Design lsu_arbiter, sky130hd; sources not shown.
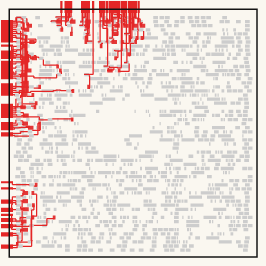
(nets reached from selected ports)
Drawn at 1.5 px/micron.
legend:
  i_req_wdat:
    colour: red
    bits: 96
    direction: input
    edge: 59 west, 37 north
    end_cells: 64
    wire: 1890 microns
top-level port count: 390
buffers added on ports: 388

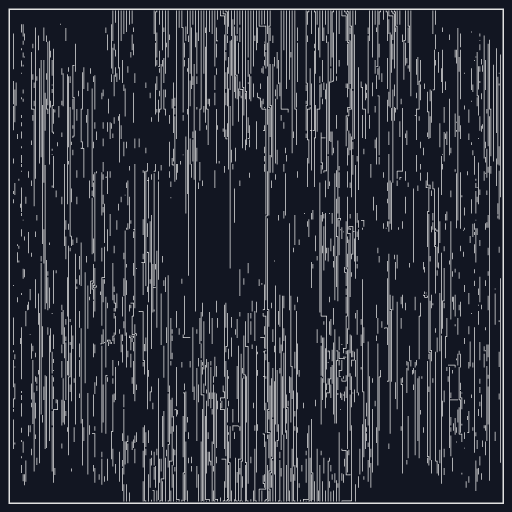
(signal wires on met2)
Drawn at 3 px/micron.
nets with wire on the layer: 1212
main direction: vertical
share of all routed wire: 48%
met2 Use GR: 0.353
vias post-DR: 7138
total wirelength of the detailed-routed design: 28300 microns

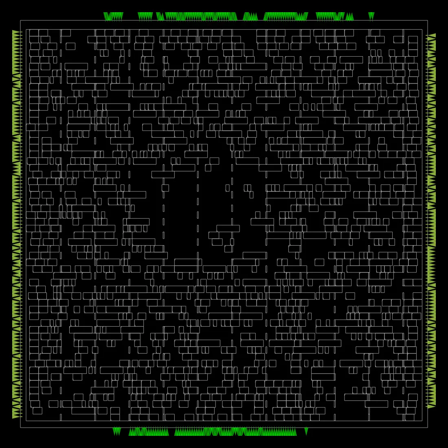
(placement view)
tap cells: 330
flip-flop and latch count: 108
Non-Filler Instances: 1545
core area: 25200 sq um
number of core rows: 58

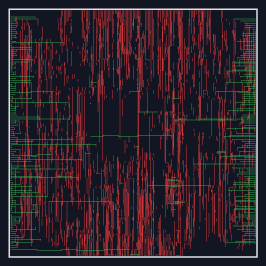
(signal wires by layer)
Drawn at 1.5 px/micron. Two of the layers only.
legend:
  met3:
    colour: green
    wire_length: 2560 microns
  met2:
    colour: red
    wire_length: 13700 microns
global-route usage over all layers: 0.201
average wire per cell in the routed design: 18.3 microns

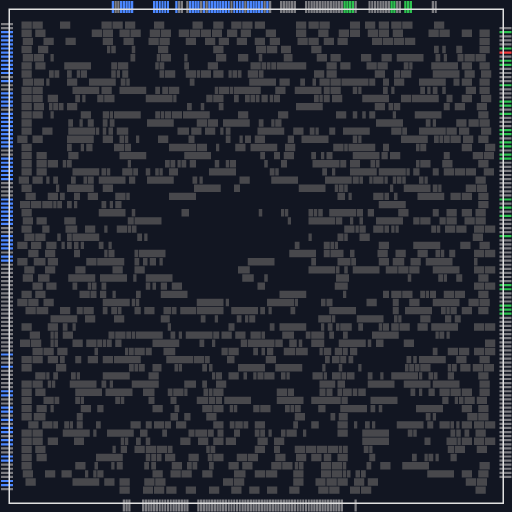
(I/O pins on the die edge)
Drawn at 3 px/micron. Pins as bars across the die edge, other pins in grey.
legend:
  hs_ls4ram_val:
    colour: red
    pins: 1
    direction: output
    edge: east
  o_rsp_rdat:
    colour: green
    pins: 32
    direction: output
    edge: 23 east, 9 north
  i_req_wdat:
    colour: blue
    pins: 96
    direction: input
    edge: 59 west, 37 north
all pins by edge: 115 west, 111 east, 90 north, 74 south
width of the chip: 164 microns
vertical die size: 164 microns

==> flow_metrics.tcl <==
# implementation run metrics
set metrics [dict create \
    status "completed" \
    worstRegToRegCells 12 \
    netlist_top_cells_area "sky130_fd_sc_hd__dfrtp_1 39%, sky130_fd_sc_hd__mux2i_1 15%, sky130_fd_sc_hd__and2_1 9.2%" \
    cts.htree.levels 3 \
    layout.buffer.nonclock.area_share 0.372 \
    crit_type "input pin to primary output" \
    worst_voltage_drop_across_the_vdd_grid_v 0.000306 \
    global_route_wire_length_before_repair_microns 40600 \
    area_delta_synth_final_pct 66.7 \
    clock_latency_ps 360 \
    relSlewSlack 0.388 \
    switching_share 0.427 \
    final.setup_skew_ps 10.9 \
    place.detailed.instances 1529 \
    top_cell_area_share 0.390 \
    antenna_cells 0 \
    cts.reportedPaths.clkPinSlew_ps 80 \
    critical_path.cell_chain "clkdlybuf4s50_1, nor3_1, nand2b_1, clkbuf_2, buf_2, buf_2, nor2_1, clkdlybuf4s50_1" \
    root_buffer "sky130_fd_sc_hd__clkbuf_16" \
    dr.pass1.iters 4 \
    grt.busiest_layer "met2" \
    area.share.sequential 0.234 \
    grt_antenna_before_repair 0 \
    post-cts-setup-buffers 0 \
    buffers 453 \
    pwr-share-clk 0.134 \
    cts_sinks 108 \
    ctsLongestPathBuffers 2 \
    top_cell_type_by_total_area_after_synthesis "sky130_fd_sc_hd__dfrtp_1" \
    stdcell_area_sq_um 11500 \
    globalplace.congestion 0.783 \
    layout.clock_buffers 9 \
    common_cells "114 x sky130_fd_sc_hd__nand2_1, 108 x sky130_fd_sc_hd__dfrtp_1, 104 x sky130_fd_sc_hd__mux2i_1" \
    path_max_fanout 10 \
    netlist.top_cell.by_instances "sky130_fd_sc_hd__nand2_1" \
    fmax_mhz 277 \
    async_reset_ff_frac 1.00 \
    n_fill_cell 2574 \
    clock_buf_inv_share 0.0246 \
    pwr_density_cell_nw_per_um2 581 \
    critPathSlowestCell "sky130_fd_sc_hd__clkdlybuf4s50_1" \
    multi_input_comb_cells 627 \
    tritoncts_clock_tree "done" \
    number_of_enable_type_register_cells_in_the_synthesized_netlist 0 \
    worstPathRequired_ps 3600 \
    global_route_track_usage_on_met1 0.240 \
    detail_route.drc_violations 0 \
    fp_nets 1097 \
    power.switching_w 0.00286 \
    syn-instance-count 810 \
    post-route-util 0.458 \
    flop_area_sq_um 2700 \
    synthFlopType "sky130_fd_sc_hd__dfrtp_1" \
    hpwlAfterDp_microns 22700 \
    die_area_sq_um 26900 \
    final-hold-violation-count 0 \
    logic_pwr_share 0.608 \
    grt-ovfl-total 0 \
    cpPeakStageDelay_ps 520 \
    static-leakage-power_nw 4.94 \
    gr_met3_demand_resource 0.0576 \
    postRouteAntennaNets 0 \
    comb_area_share 0.330 \
    dp_worst_setup_slack_ps -130 \
    internal_power_w 0.00384 \
    yosys.stat.chipArea_sq_um 6920 \
    syn-mean-instance-area_sq_um 8.55 \
    ys_cells 810 \
    synth.yosys.seq_area_share 0.390 \
    startpoint_type "input pin" \
    cts_bufs_inserted 9 \
    largest_cell_class "non-clock buffers" \
    post-route-period-util 0.901 \
    warning_count 31 \
    yosys_register_bits 108 \
    drt_iter0_markers 230 \
    grt_start_max_net_pins 76 \
    hold_path_class "input pin to async pin" \
    max_slew.worst_pin.slew_ps 915 \
    inv_count 11 \
    power.largest_group "combinational cells" \
    arrival_ps 3200 \
    worst_setup_path_end_kind "primary output" \
    layout-drive-gt1-share 0.0527 \
    setup_violations 0 \
    synth.lib_cells_used.distinct 43 \
    post-route-min-period_ps 3600 \
    slew_violations 0 \
    final_net_count 1497 \
    grt_pass1_vias 7030 \
    pg_clk_w 0.000896 \
    max_cap_viol_count 0 \
    r2r_slack_ps 1050 \
    power.sequential.fraction 0.259 \
    average_vias_per_placed_instance 4.62 \
    layout_setup_ws_ps 395 \
    comb_power_w 0.00407 \
    mappedNetlistArea_sq_um 6920 \
    postPlaceCellArea_sq_um 11300 \
    multi_input_comb_area_sq_um 3800 \
    synth-warning-count 0 \
    rsz0062_at_grt "false" \
    initCoreUtil 0.275 \
    p_seq_w 0.00173 \
]
worst max-delay path: cells and delay by family:
| family | cells | cell delay (ps) |
|---|---|---|
| simple gates | 3 | 810 |
| buf+inv | 5 | 1980 |
timing repair:
action,4_1_cts,5_1_grt
hold buffers,0,0
resized,2,0
endpoints found under the setup margin,1,0
cell usage in the layout (no fill, tap or decap), types with 15 or more instances in the layout:
cell type | Yosys | layout
sky130_fd_sc_hd__o21ai_0 | 86 | 86
sky130_fd_sc_hd__and2_1 | 102 | 102
sky130_fd_sc_hd__dfrtp_1 | 108 | 108
sky130_fd_sc_hd__mux2i_1 | 104 | 104
sky130_fd_sc_hd__nor3_1 | 15 | 15
sky130_fd_sc_hd__nand2_1 | 114 | 114
sky130_fd_sc_hd__nor2_1 | 64 | 64
sky130_fd_sc_hd__clkbuf_1 | 31 | 30
sky130_fd_sc_hd__a21oi_1 | 56 | 56
sky130_fd_sc_hd__o21ai_1 | 16 | 16
sky130_fd_sc_hd__clkdlybuf4s50_1 | 0 | 388
stage by stage:
step | hold slack [ps] | TNS (ps) | total power [W]
after global routing | 415 | 0 | 0.00726
final | 396 | 0 | 0.00670
after CTS | 402 | 0 | 0.00681
after detailed placement | 455 | -130 | 0.00588
after global placement | 453 | -134360 | 0.00585
after floorplan | 438 | 0 | 0.00405
routing by layer:
layer  vias to the layer above  wire length [microns]
li1                       3555                      -
met1                      3276                  11600
met2                       286                  13700
met3                        21                   2560
met4                         0                    453
met5                         -                      0
logic make-up after synthesis:
family	share of synthesized area
fa+ha+maj	0.0126
buf+inv	0.0605
mux	0.167
compound gates	0.142
simple gates	0.228
flops	0.390
Power figures rest on the tool's default switching activity, not on a simulated workload.
